Run 1, register map, names as in the netlist:
Scale: 4 px per µm. Other sequential cells in the stronger grey, the rest of the logic in the fainter grey.
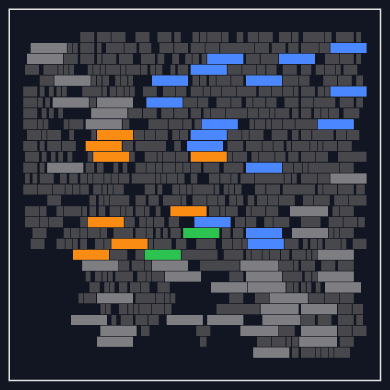
Run 1, cell area per tile:
Scale: 4 px per µm. The die is cut into 9 by 9 equal tiles; black is low, pale yellow is high, 0 to 100% covered.
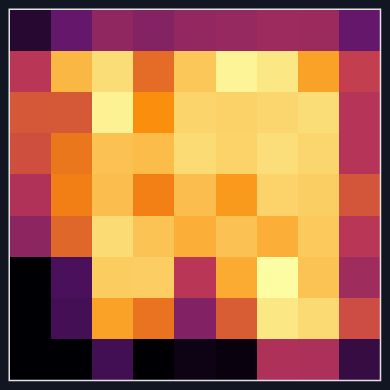
Run 1, the clock network:
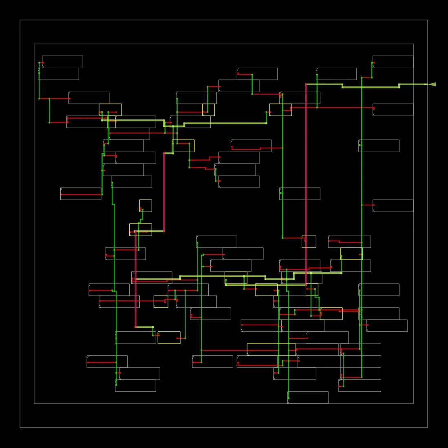
===== config.mk =====
export PLATFORM = sky130hd
export DESIGN_NAME = ppu_mem_arbiter
export DESIGN_NICKNAME = d
export VERILOG_FILES = /design/src/rtl/ppu_mem_arbiter.sv
export SDC_FILE = /design/constraint.sdc
export NUM_CORES = 1
export LEC_CHECK = 0
export CORE_MARGIN = 3
export CORE_UTILIZATION = 45
export DETAILED_ROUTE_END_ITERATION = 16
export PLACE_DENSITY = 0.87
export REMOVE_ABC_BUFFERS = 1
export SYNTH_ARGS = -nofsm -noshare
export SYNTH_HDL_FRONTEND = slang
export SYNTH_SLANG_ARGS = --single-unit

===== constraint.sdc =====
create_clock -name clk -period 3.9 [get_ports clk]
set_clock_uncertainty 0.15 [all_clocks]
set_input_delay 0.78 -clock clk [delete_from_list [all_inputs] [get_ports clk]]
set_output_delay 0.78 -clock clk [all_outputs]
set_load 0.01 [all_outputs]

===== src/rtl/ppu_mem_arbiter.sv =====
// Shares the single-port VRAM/OAM macro between the CPU, the PPU fetch engine and the
// FF46 OAM DMA engine. It also applies the PPU-mode-based CPU lockout.
module ppu_mem_arbiter #(
    parameter int DMA_LEN         = 160,
    parameter int DMA_START_DELAY = 1
) (
    input  logic        clk,
    input  logic        rst,
    input  logic [15:0] cpu_addr,
    input  logic        cpu_rd,
    input  logic        cpu_wr,
    input  logic [7:0]  cpu_wdata,
    output logic [7:0]  cpu_rdata,
    input  logic [1:0]  ppu_mode,
    input  logic        ppu_rd,
    input  logic [15:0] ppu_addr,
    output logic [7:0]  ppu_rdata,
    output logic        ppu_wait,
    output logic        sys_rd,
    output logic [15:0] sys_addr,
    input  logic [7:0]  sys_rdata,
    output logic        mem_rd,
    output logic        mem_wr,
    output logic [15:0] mem_addr,
    output logic [7:0]  mem_wdata,
    input  logic [7:0]  mem_rdata,
    output logic        dma_active
);

    typedef enum logic [1:0] {IDLE, DELAY, RUN, DONE} dma_state_t;

    localparam logic [7:0] LEN      = 8'(DMA_LEN);
    localparam logic [7:0] DLY_LAST = 8'(DMA_START_DELAY - 1);

    dma_state_t state_reg, state_next;
    logic [7:0]  src_hi_reg, src_hi_next;
    logic [7:0]  idx_reg, idx_next;
    logic [7:0]  dly_reg, dly_next;
    logic [15:0] mem_addr_reg;
    logic        rd_pend_reg;
    logic        owner_reg;
    logic        cpu_miss_reg;
    logic [7:0]  cpu_hold_reg;
    logic [7:0]  ppu_hold_reg;

    logic ff46_wr;
    logic dma_wr;
    logic cpu_vram, cpu_oam, cpu_allowed, port_free;
    logic ppu_gnt, cpu_rd_gnt, cpu_wr_gnt;

    assign ff46_wr = cpu_wr && (cpu_addr == 16'hFF46);

    always_ff @(posedge clk or negedge rst) begin
        if (!rst) begin
            state_reg <= IDLE;
        end else begin
            state_reg <= state_next;
        end
    end

    // An FF46 write restarts the transfer from any state, including mid-RUN.
    always_comb begin
        state_next  = state_reg;
        src_hi_next = src_hi_reg;
        idx_next    = idx_reg;
        dly_next    = dly_reg;
        if (ff46_wr) begin
            state_next  = DELAY;
            dly_next    = 8'd0;
            idx_next    = 8'd0;
            src_hi_next = (cpu_wdata >= 8'hE0) ? (cpu_wdata - 8'h20) : cpu_wdata;
        end else begin
            case (state_reg)
                IDLE: state_next = IDLE;
                DELAY: begin
                    if (dly_reg == DLY_LAST) begin
                        state_next = RUN;
                        idx_next   = 8'd0;
                    end else begin
                        dly_next = dly_reg + 8'd1;
                    end
                end
                RUN: begin
                    if (idx_reg == LEN) begin
                        state_next = DONE;
                    end else begin
                        idx_next = idx_reg + 8'd1;
                    end
                end
                DONE:    state_next = IDLE;
                default: state_next = IDLE;
            endcase
        end
    end

    // RUN is pipelined: read idx while writing the byte fetched for idx-1.
    always_comb begin
        dma_active = (state_reg == DELAY) || (state_reg == RUN);
        sys_rd     = (state_reg == RUN) && (idx_reg < LEN);
        dma_wr     = (state_reg == RUN) && (idx_reg != 8'd0);
    end

    assign sys_addr = {src_hi_reg, idx_reg};

    assign cpu_vram    = (cpu_addr[15:13] == 3'b100);
    assign cpu_oam     = (cpu_addr >= 16'hFE00) && (cpu_addr <= 16'hFE9F);
    assign cpu_allowed = (cpu_vram && (ppu_mode != 2'd3)) ||
                         (cpu_oam && !ppu_mode[1] && !dma_active);

    assign ppu_gnt    = ppu_rd && !dma_wr;
    assign ppu_wait   = ppu_rd && dma_wr;
    assign port_free  = !dma_wr && !ppu_rd;
    assign cpu_rd_gnt = port_free && cpu_allowed && cpu_rd;
    assign cpu_wr_gnt = port_free && cpu_allowed && cpu_wr && !cpu_rd;

    always_comb begin
        mem_rd    = ppu_gnt || cpu_rd_gnt;
        mem_wr    = dma_wr || cpu_wr_gnt;
        mem_addr  = mem_addr_reg;
        mem_wdata = cpu_wdata;
        if (dma_wr) begin
            mem_addr  = 16'hFE00 + {8'h00, idx_reg - 8'd1};
            mem_wdata = sys_rdata;
        end else if (ppu_gnt) begin
            mem_addr = ppu_addr;
        end else if (cpu_rd_gnt || cpu_wr_gnt) begin
            mem_addr = cpu_addr;
        end
    end

    always_ff @(posedge clk or negedge rst) begin
        if (!rst) begin
            src_hi_reg   <= 8'h00;
            idx_reg      <= 8'h00;
            dly_reg      <= 8'h00;
            mem_addr_reg <= 16'h0000;
            rd_pend_reg  <= 1'b0;
            owner_reg    <= 1'b0;
            cpu_miss_reg <= 1'b0;
            cpu_hold_reg <= 8'hFF;
            ppu_hold_reg <= 8'h00;
        end else begin
            src_hi_reg   <= src_hi_next;
            idx_reg      <= idx_next;
            dly_reg      <= dly_next;
            mem_addr_reg <= mem_addr;
            rd_pend_reg  <= mem_rd;
            if (mem_rd) begin
                owner_reg <= ppu_gnt;
            end
            cpu_miss_reg <= cpu_rd && !cpu_rd_gnt;
            cpu_hold_reg <= cpu_rdata;
            ppu_hold_reg <= ppu_rdata;
        end
    end

    // owner_reg = 1 routes the returning byte to the PPU, 0 to the CPU.
    assign cpu_rdata = (rd_pend_reg && !owner_reg) ? mem_rdata :
                       (cpu_miss_reg ? 8'hFF : cpu_hold_reg);
    assign ppu_rdata = (rd_pend_reg && owner_reg) ? mem_rdata : ppu_hold_reg;

endmodule


==> run summary, run 1 <==
Physical implementation

The flow ran to the end, but the final reports show violations. The checks that failed: setup timing. The global-route usage over all layers is around 27%. In this run the worst hold path is classified as reg2reg.

The DRC violation total after the first TritonRoute iteration is 259. Hold timing on the final database bottoms out at a slack of between 300 and 400 ps. The largest voltage drop on the vdd net is 348 µV. For the worst-skew pair, the clock arrives at the later sink with an insertion delay of 360 ps. According to the timing report, the data required time at the worst endpoint equals 2970 ps. Measured along the y axis, the die boundary spans 92.5 µm. The final timing report gives a worst setup slack of -221 ps.

The via count of the first global-routing pass is 3646. The number of pins exceeding their max-slew limit in the final report is 0. The count of final setup violators is 16. The first-pass detailed-route iteration total is 5. The post-route standard cell area excluding fillers is 0.00536 mm². In the synthesized netlist the async set-or-reset flop fraction comes to 100%. Per the gpl log, the routability congestion estimate is 0.879. The synthesis-to-layout area growth is 59.3%. The measured slew at the worst slew-check pin is 896 ps. Setup repair after global routing could not meet its margin everywhere. The count of library flops with an enable pin is 0.

The routed wire length is 12800 µm. dfrtp_1 takes more of the synthesized area than any other cell. The number of levels the H-tree was split into is 3. The script computed a power per unit cell area of 663 mW/mm². The boundary pin count is 124. Dividing the synthesized area by the synthesized cell count gives roughly 9 µm².

The die is 92.5 µm wide. The top logic cell by instance count in the layout is clkdlybuf4s50_1. The floorplan has 30 rows. Max-cap violations in this run came to 0. The synthesized netlist cell count is 377.

The maximum fanout encountered on the critical timing path is 3. The part of the cycle the worst path needs is 106%. The number of clock sinks seen by CTS is 61. The register share after synthesis is a little under half.

In the setup report, the worst path falls into the class in2out. The synthesized netlist was found by Yosys to have roughly 380 cells. The tally of unique sky130hd cells used after synthesis is 52.
Back to the opening pictures, 'register map, names as in the netlist':
| colour | netlist name | placed flops |
|---|---|---|
| orange | idx_reg | 8 |
| blue | mem_addr_reg | 16 |
| green | state_reg | 2 |
not coloured: 35
total area of sequential cells: 0.00154 mm²
power in sequential cells: 0.000901 W
proportion of cell area occupied by registers: 28.7%
fraction of the core area covered by cells at the end of the flow: 76.4%

Back to the opening pictures, 'cell area per tile':
densest ninth of the die: middle
tiles over 75% full: 46%
fullest tile: 100%
emptiest ninth of the die: bottom left
mean over tiles: 61%
Core ar.: 0.00702 mm²
floorplan utilization: 47.9%

Back to the opening pictures, 'the clock network':
Clk power: 0.000589 W
count of sequential standard cells: 61
clock buffers created by TritonCTS: 9
number of clock buffers in the layout: 9

[run 1: cell type report]
class                      count  area, µm²  share of cell area [%]
clock inverter                 7       75.1                    1.40
clock buffer                   9        124                    2.31
multi-input combinational    281       1810                    33.7
inverter                      12       45.0                   0.840
tap                           96        120                    2.24
timing repair buffer         185       1650                    30.8
sequential                    61       1540                    28.7
[run 1: report_power, final]
part           leakage [nW]  switching (W)  internal [W]
Sequential            0.694      0.0000866      0.000814
Clock                0.0918       0.000292      0.000297
Combinational          1.49        0.00109      0.000973
[run 1: cells by family (layout without fill, tap and decap cells)]
kind of cell,count (synthesis),in the layout,synth area share [%]
XOR/XNOR,12,12,3.12
buffers and inverters,35,213,4.61
flip-flops,61,61,45.7
AND/OR/NAND/NOR,180,180,25.4
AND-OR/OR-AND,65,65,13.2
multiplexers,16,16,5.06
adder cells (fa/ha/maj),8,8,2.98
[run 1: per-stage QoR]
stage,utilization (%),cells
6_report,76.4,651
5_1_grt,76.4,651
4_1_cts,74.0,643
3_5_place_dp,69.3,607
3_3_place_gp,69.3,607
2_1_floorplan,-,354
[run 1: per-layer routing]
metal / wire, µm / up-vias / GRT usage [%] / part of all wire [%]
li1: - / 1664 / - / -
met5: 0 / - / 0 / 0
met2: 6260 / 238 / 46.5 / 49
met3: 1170 / 54 / 7.47 / 9.1
met4: 513 / 0 / 11.0 / 4.0
met1: 4850 / 1794 / 32.5 / 38
[run 1: worst max-delay path: stages]
cell           delay (ps)
dlygate4sd2_1         270
or3b_1                400
or4b_4                560
a2111oi_4             410
buf_4                 190
mux2i_1                90
o22ai_1               280
buf_2                 220
[run 1: repair_timing]
action                                  CTS  global route
setup buffers                            19            12
hold endpoints to repair                  0             0
gates cloned                              1             0
hold buffers                              0             0
gates resized                            90            23
endpoints found under the setup margin   18            23
pin swaps                                14            14
[run 1: final timing paths]
path | start | end | slack (ps) | cells after the start
min | src_hi_reg[1] | src_hi_reg[1] | 320 | 2
max | cpu_addr[8] | mem_addr[3] | -220 | 8
min in group asynchronous | rst | ppu_hold_reg[3] | 420 | 2
max reg2reg | state_reg[0] | mem_addr_reg[3] | 730 | 10
min reg2reg | src_hi_reg[1] | src_hi_reg[1] | 320 | 2
max in group asynchronous | rst | mem_addr_reg[6] | 2640 | 2
[run 1: Yosys cell counts (2+ instances only)]
cell type  number
nand2_1        68
nor2b_1         3
nor3_1         16
buf_4           2
xor2_1          6
mux2i_1         8
nor3b_1         2
a211oi_1        2
o221ai_1        2
clkbuf_1       16
o21ai_0        28
ha_1            8
a31oi_1         3
nand4_1         3
dfstp_2         8
a21oi_1        13
and2_1          4
or3_1           3
nor4b_1         2
inv_1          12
xnor2_1         6
dfrtp_1        53
a221oi_1        4
mux2_2          8
nor2_1         38
nor4_1          9
o211ai_1        3
buf_6           2
and3_1          3
nand3_1        19
buf_1           2
Run 1, supply network:
Scale: 4 px per µm. Pins as bars on the die edge.
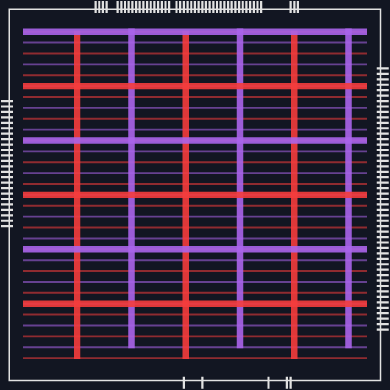

--- run 2 (diff from run 1) ---
--- a/config.mk
+++ b/config.mk
@@ -6,9 +6,9 @@
 export NUM_CORES = 1
 export LEC_CHECK = 0
 export CORE_MARGIN = 3
-export CORE_UTILIZATION = 45
+export CORE_UTILIZATION = 40
 export DETAILED_ROUTE_END_ITERATION = 16
-export PLACE_DENSITY = 0.87
+export PLACE_DENSITY = 0.79
 export REMOVE_ABC_BUFFERS = 1
 export SYNTH_ARGS = -nofsm -noshare
 export SYNTH_HDL_FRONTEND = slang
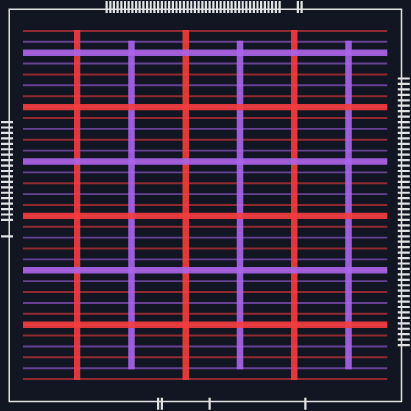
Run 2: supply network
Scale: 4 px per µm. Pins as bars on the die edge.
| colour | net |
|---|---|
| purple | VDD |
| red | VSS |
signal pins: 124
met4 straps: 6
rows: 32
Core ar.: 0.00793 mm²
worst supply voltage drop on vdd: 339 µV
die height: 97.7 µm
horizontal die dimension: 97.7 µm

==> run summary, run 2 <==
Physical implementation

The run finished, with violations left. The final reports fail on setup timing. The tally of unique sky130hd cells used after synthesis is 52. Summed over all layers, the routed wires come to approximately 12000 µm.

The worst path setup slack after routing is -204 ps. The required time at the endpoint of the critical path is 2970 ps. The critical path maximum fanout is 5. The via count of the first global-routing pass is between 3000 and 4000. The critical path's most frequent cell is buf_6. The count of library flops with an enable pin is 0. The site row count is 32.

The number of buffers inserted during clock tree synthesis is 9. The report lists the cells along the critical path as clkdlybuf4s50_1 > nand3_2 > or4b_4 > a211oi_4 > buf_4 > buf_6 > buf_6 > nor4_2 > a221oi_2 > buf_2. The report lists the power per cell area as 659 mW/mm². The count of final setup violators is 15.

The top logic cell by instance count in the layout is clkdlybuf4s50_1. The measured slew at the worst slew-check pin is 961 ps. Setup repair after global routing could not meet its margin everywhere. In this run the maximum-capacitance check reported violations numbering 0. Ranked by instance count, the synthesized netlist is headed by nand2_1, dfrtp_1, nor2_1. Once layout is complete, the cells apart from fillers number 666. The worst setup path startpoint is cpu_addr[9]. The congestion estimate from routability-driven global placement came to 0.821. For this run the top cell type by instance count after synthesis was nand2_1. Looking at the reg2reg group, the worst path starts from state_reg[0]. Including well taps, the total number of placed cells is 617. The report puts the hold buffer count at CTS at 0. The worst path uses 105% of the clock period. In this run the mean area of a mapped cell was 8.92 µm². In this design, the stage delay of the slowest critical-path cell is 580 ps. The most critical min-delay path falls under in2async. 124 I/O pins were placed. Sequential elements use 45.7% of the synthesized area.

The iteration count recorded for the first detailed-route pass is 4.
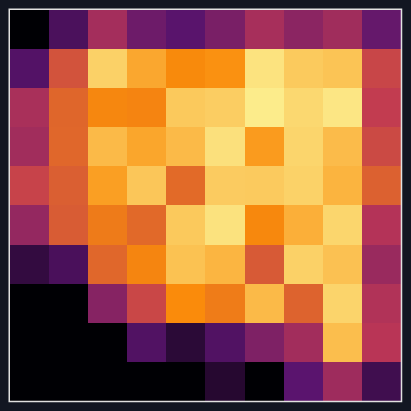
Run 2: cell area per tile
Scale: 4 px per µm. The die is cut into 10 by 10 equal tiles; black is low, pale yellow is high, 0 to 100% covered.
fullest tile: 96%
tiles over 75% full: 35%
nearly empty tiles: 12%
mean over tiles: 55%
densest ninth of the die: middle
emptiest ninth of the die: bottom left
fraction of the core area covered by cells at the end of the flow: 68.2%
floorplan utilization: 42.4%

==> run 2: cell counts after synthesis <==
Identical to the previous run, type by type.
==> run 2: layout make-up <==
| type | count | area (µm²) |
|---|---|---|
| fillers | 596 | 2520 |
| multi-input cells | 281 | 1780 |
| repair buffers | 194 | 1710 |
| flip-flops and latches | 61 | 1540 |
| clock buffers | 10 | 128 |
| well taps | 102 | 128 |
| clock inverters | 6 | 87.6 |
| inverters | 12 | 45.0 |
==> run 2: timing repair <==
action,CTS,global route
endpoints found under the setup margin,18,17
gates resized,87,12
pin swaps,14,10
buffers inserted,28,7
==> run 2: kinds of logic (layout without fill, tap and decap cells) <==
| group | after synthesis | count (layout) | synth area share [%] |
|---|---|---|---|
| xor gates and xnor gates | 12 | 12 | 3.12 |
| muxes | 16 | 16 | 5.06 |
| buffers and inverters | 35 | 222 | 4.61 |
| adders and majority gates | 8 | 8 | 2.98 |
| DFF | 61 | 61 | 45.7 |
| AOI/OAI and AO/OA | 65 | 65 | 13.2 |
| and+or+nand+nor | 180 | 180 | 25.4 |
==> run 2: how the worst min path moves through the flow <==
stage / cells after the start / slack [ps] / startpoint / end
6_report: 1 / 300 / rst / cpu_miss_reg
5_1_grt: 1 / 350 / rst / dly_reg[1]
4_1_cts: 1 / 310 / rst / cpu_miss_reg
3_5_place_dp: 2 / 310 / src_hi_reg[3] / src_hi_reg[3]
3_3_place_gp: 2 / 300 / src_hi_reg[0] / src_hi_reg[0]
2_1_floorplan: 0 / 330 / rst / cpu_miss_reg
==> run 2: where the power goes <==
group          leakage [nW]  switching, W  internal, W
logic                  1.51       0.00104      0.00100
clock network        0.0985      0.000262     0.000358
registers             0.694     0.0000834     0.000814
==> run 2: per-layer routing <==
| layer | GRT usage [%] | share of wire, % | vias to the layer above |
|---|---|---|---|
| met5 | 0 | 0 | - |
| met4 | 8.41 | 2.2 | 0 |
| met3 | 5.31 | 5.2 | 26 |
| met2 | 40.2 | 51 | 124 |
| met1 | 28.9 | 42 | 1748 |
| li1 | - | - | 1681 |
==> run 2: worst max-delay path: cells and delay by family <==
| family | cells | cell delay [ps] |
|---|---|---|
| buffers and inverters | 5 | 1090 |
| AND-OR/OR-AND | 2 | 570 |
| AND/OR/NAND/NOR | 3 | 730 |
==> run 2: stage by stage <==
stage,worst slack [ps],power (W),setup TNS (ps),instance area (µm²)
after floorplan,-1160,0.00179,-27720,3250
after global placement,-656,0.00278,-10100,4910
after detailed placement,-741,0.00283,-11100,4910
after CTS,-63.2,0.00347,-191,5310
after global routing,-240,0.00377,-2550,5410
final,-204,0.00356,-1460,5410
Run 2, the clock network:
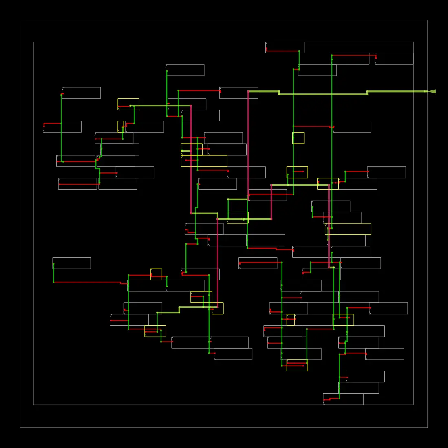

--- run 3 (diff from run 2) ---
--- a/config.mk
+++ b/config.mk
@@ -8,7 +8,8 @@
 export CORE_MARGIN = 3
 export CORE_UTILIZATION = 40
 export DETAILED_ROUTE_END_ITERATION = 16
-export PLACE_DENSITY = 0.79
+export DONT_BUFFER_PORTS = 1
+export PLACE_DENSITY = 0.6
 export REMOVE_ABC_BUFFERS = 1
 export SYNTH_ARGS = -nofsm -noshare
 export SYNTH_HDL_FRONTEND = slang
==> constraint.sdc (replaced) <==
create_clock -name clk -period 3.9 [get_ports clk]
set_clock_uncertainty 0.15 [all_clocks]
set_input_delay 0.78 -clock clk [delete_from_list [all_inputs] [get_ports clk]]
set_output_delay 0.78 -clock clk [all_outputs]
set_load 0.005 [all_outputs]
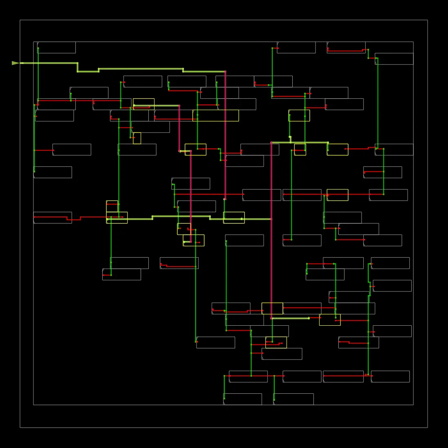
Run 3: the clock network
number of clock buffers in the layout: 11
Sink Count: 61
Clk power: 0.000591 W
insertion delay of the later-clocked pin in the worst-skew pair: 350 ps

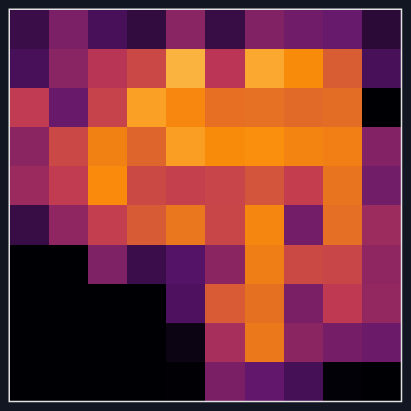
Run 3: cell area per tile
Scale: 4 px per µm. The die is cut into 10 by 10 equal tiles; black is low, pale yellow is high, 0 to 100% covered.
nearly empty tiles: 18%
fullest tile: 84%
mean over tiles: 39%
emptiest ninth of the die: bottom left
tiles over 75% full: 5.0%
fraction of the core area covered by cells at the end of the flow: 48.5%

==> run summary, run 3 <==
Physical implementation

The number of violations of the max-capacitance limit is 0. The filler cells instantiated in the layout total 734. Summed over all instances, the cell type with the most area after synthesis is dfrtp_1. The post-placement cell count is 469. The number of pins exceeding their max-slew limit in the final report is 0. The placed standard-cell area is 0.00349 mm².

The final timing report counts setup violations totalling 0. The post-route standard cell area excluding fillers is 0.00385 mm². The synthesis report gives the async set-or-reset register share as 100%. For this block, the routed nets add up to 9250 µm of wire.

The flow ran to the end, and the final reports show no timing, DRC or antenna violations. Among logic cells in the layout, the one with the most instances is nand2_1. In the synthesized netlist, the cells that appear most often are nand2_1, dfrtp_1, nor2_1. The power per standard cell area is 703 mW/mm².

The worst-case reg-to-reg path depth is 9. The overall die height is 97.7 µm. The switching part of the total is 40.2%. The share of total power in combinational logic is 45.2%.

The power report attributes to the clock group a share of 21.9%. The total power is 0.00270 W. The cell total in the yosys stat output is 377.

The required time at the endpoint of the critical path is 2970 ps. The analysis reports a worst IR drop on VDD of 322 µV. The site row count is 32. Yosys mapped the design onto between 50 and 60 distinct sky130hd cell types. According to the report, the first pass of detailed routing completed in 4 iterations.

Per the OpenROAD floorplan log, the area of the core is 0.00793 mm². Counting flops with a built-in enable in the synthesized netlist gives 0. The die is 97.7 µm wide.

The part of the cycle the worst path needs is 98.0%. The mean instance size in the synthesized netlist is between 8 and 9 µm². The worst min-delay path class is in2async.

Looking at the power breakdown, sequential logic takes about a third of the total. The global routing report lists combined usage of all routing layers as 19.3%. After the first detailed-routing iteration, the DRC count stood at 106.
run 3: power by group through the flow:
stage | clock, W | combinational (W) | sequential (W)
6_report | 0.000591 | 0.00122 | 0.000890
3_3_place_gp | 0 | 0.00109 | 0.000893
2_1_floorplan | 0 | 0.000752 | 0.000920
5_1_grt | 0.000639 | 0.00136 | 0.000908
4_1_cts | 0.000612 | 0.00113 | 0.000888
3_5_place_dp | 0 | 0.00111 | 0.000898
run 3: stage by stage:
stage	worst slack [ps]	setup TNS, ps
floorplan	-1060	-23420
global placement	148	0
detailed placement	137	0
CTS	16.7	0
global route	-9.95	-9.95
finish	77.4	0
run 3: logic make-up (layout without fill, tap and decap cells):
kind of cell / Yosys count / in the layout / synth area share, %
AND-OR/OR-AND: 65 / 65 / 13.2
flip-flops: 61 / 61 / 45.7
buffers and inverters: 35 / 50 / 4.61
adder cells (fa/ha/maj): 8 / 8 / 2.98
XOR/XNOR: 12 / 12 / 3.12
multiplexers: 16 / 16 / 5.06
AND/OR/NAND/NOR: 180 / 180 / 25.4
run 3: final cells by class:
class                      count  area, µm²  area share [%]
tap                          102        128            3.32
timing repair buffer          22        193            5.01
inverter                      12       45.0            1.17
clock buffer                  11        151            3.94
multi-input combinational    281       1730            45.1
sequential                    61       1540            39.9
clock inverter                 5       58.8            1.53
run 3: metal layers:
metal,vias up,routed length [µm],track usage (%)
met5,-,0,0
met2,111,4360,29.4
li1,1328,-,-
met3,14,806,6.75
met1,1360,3940,25.6
met4,0,142,6.82
run 3: final timing paths:
path	from	end	slack (ps)
min reg2reg	src_hi_reg[7]	src_hi_reg[7]	360
min in group clk	src_hi_reg[7]	src_hi_reg[7]	360
min	rst	cpu_hold_reg[6]	120
max	idx_reg[0]	mem_addr[7]	80
max reg2reg	idx_reg[0]	mem_addr_reg[7]	1060
max in group asynchronous	rst	mem_addr_reg[6]	3210
run 3: worst max-delay path: stages, from the launching register on:
cell and delay [ps]:
dfrtp_1 390, inv_2 90, ha_1 160, or4b_4 500, o41a_4 550, a211oi_4 200
buf_6 150, buf_6 120, mux2i_1 240, o221ai_2 140
run 3: timing repair:
item,in CTS,in global routing
setup endpoints to repair,14,8
setup buffers,3,5
endpoints found under the hold margin,53,0
pin swaps,2,2
gates resized,3,9
hold buffers,1,0
Power and IR drop assume default switching activity.
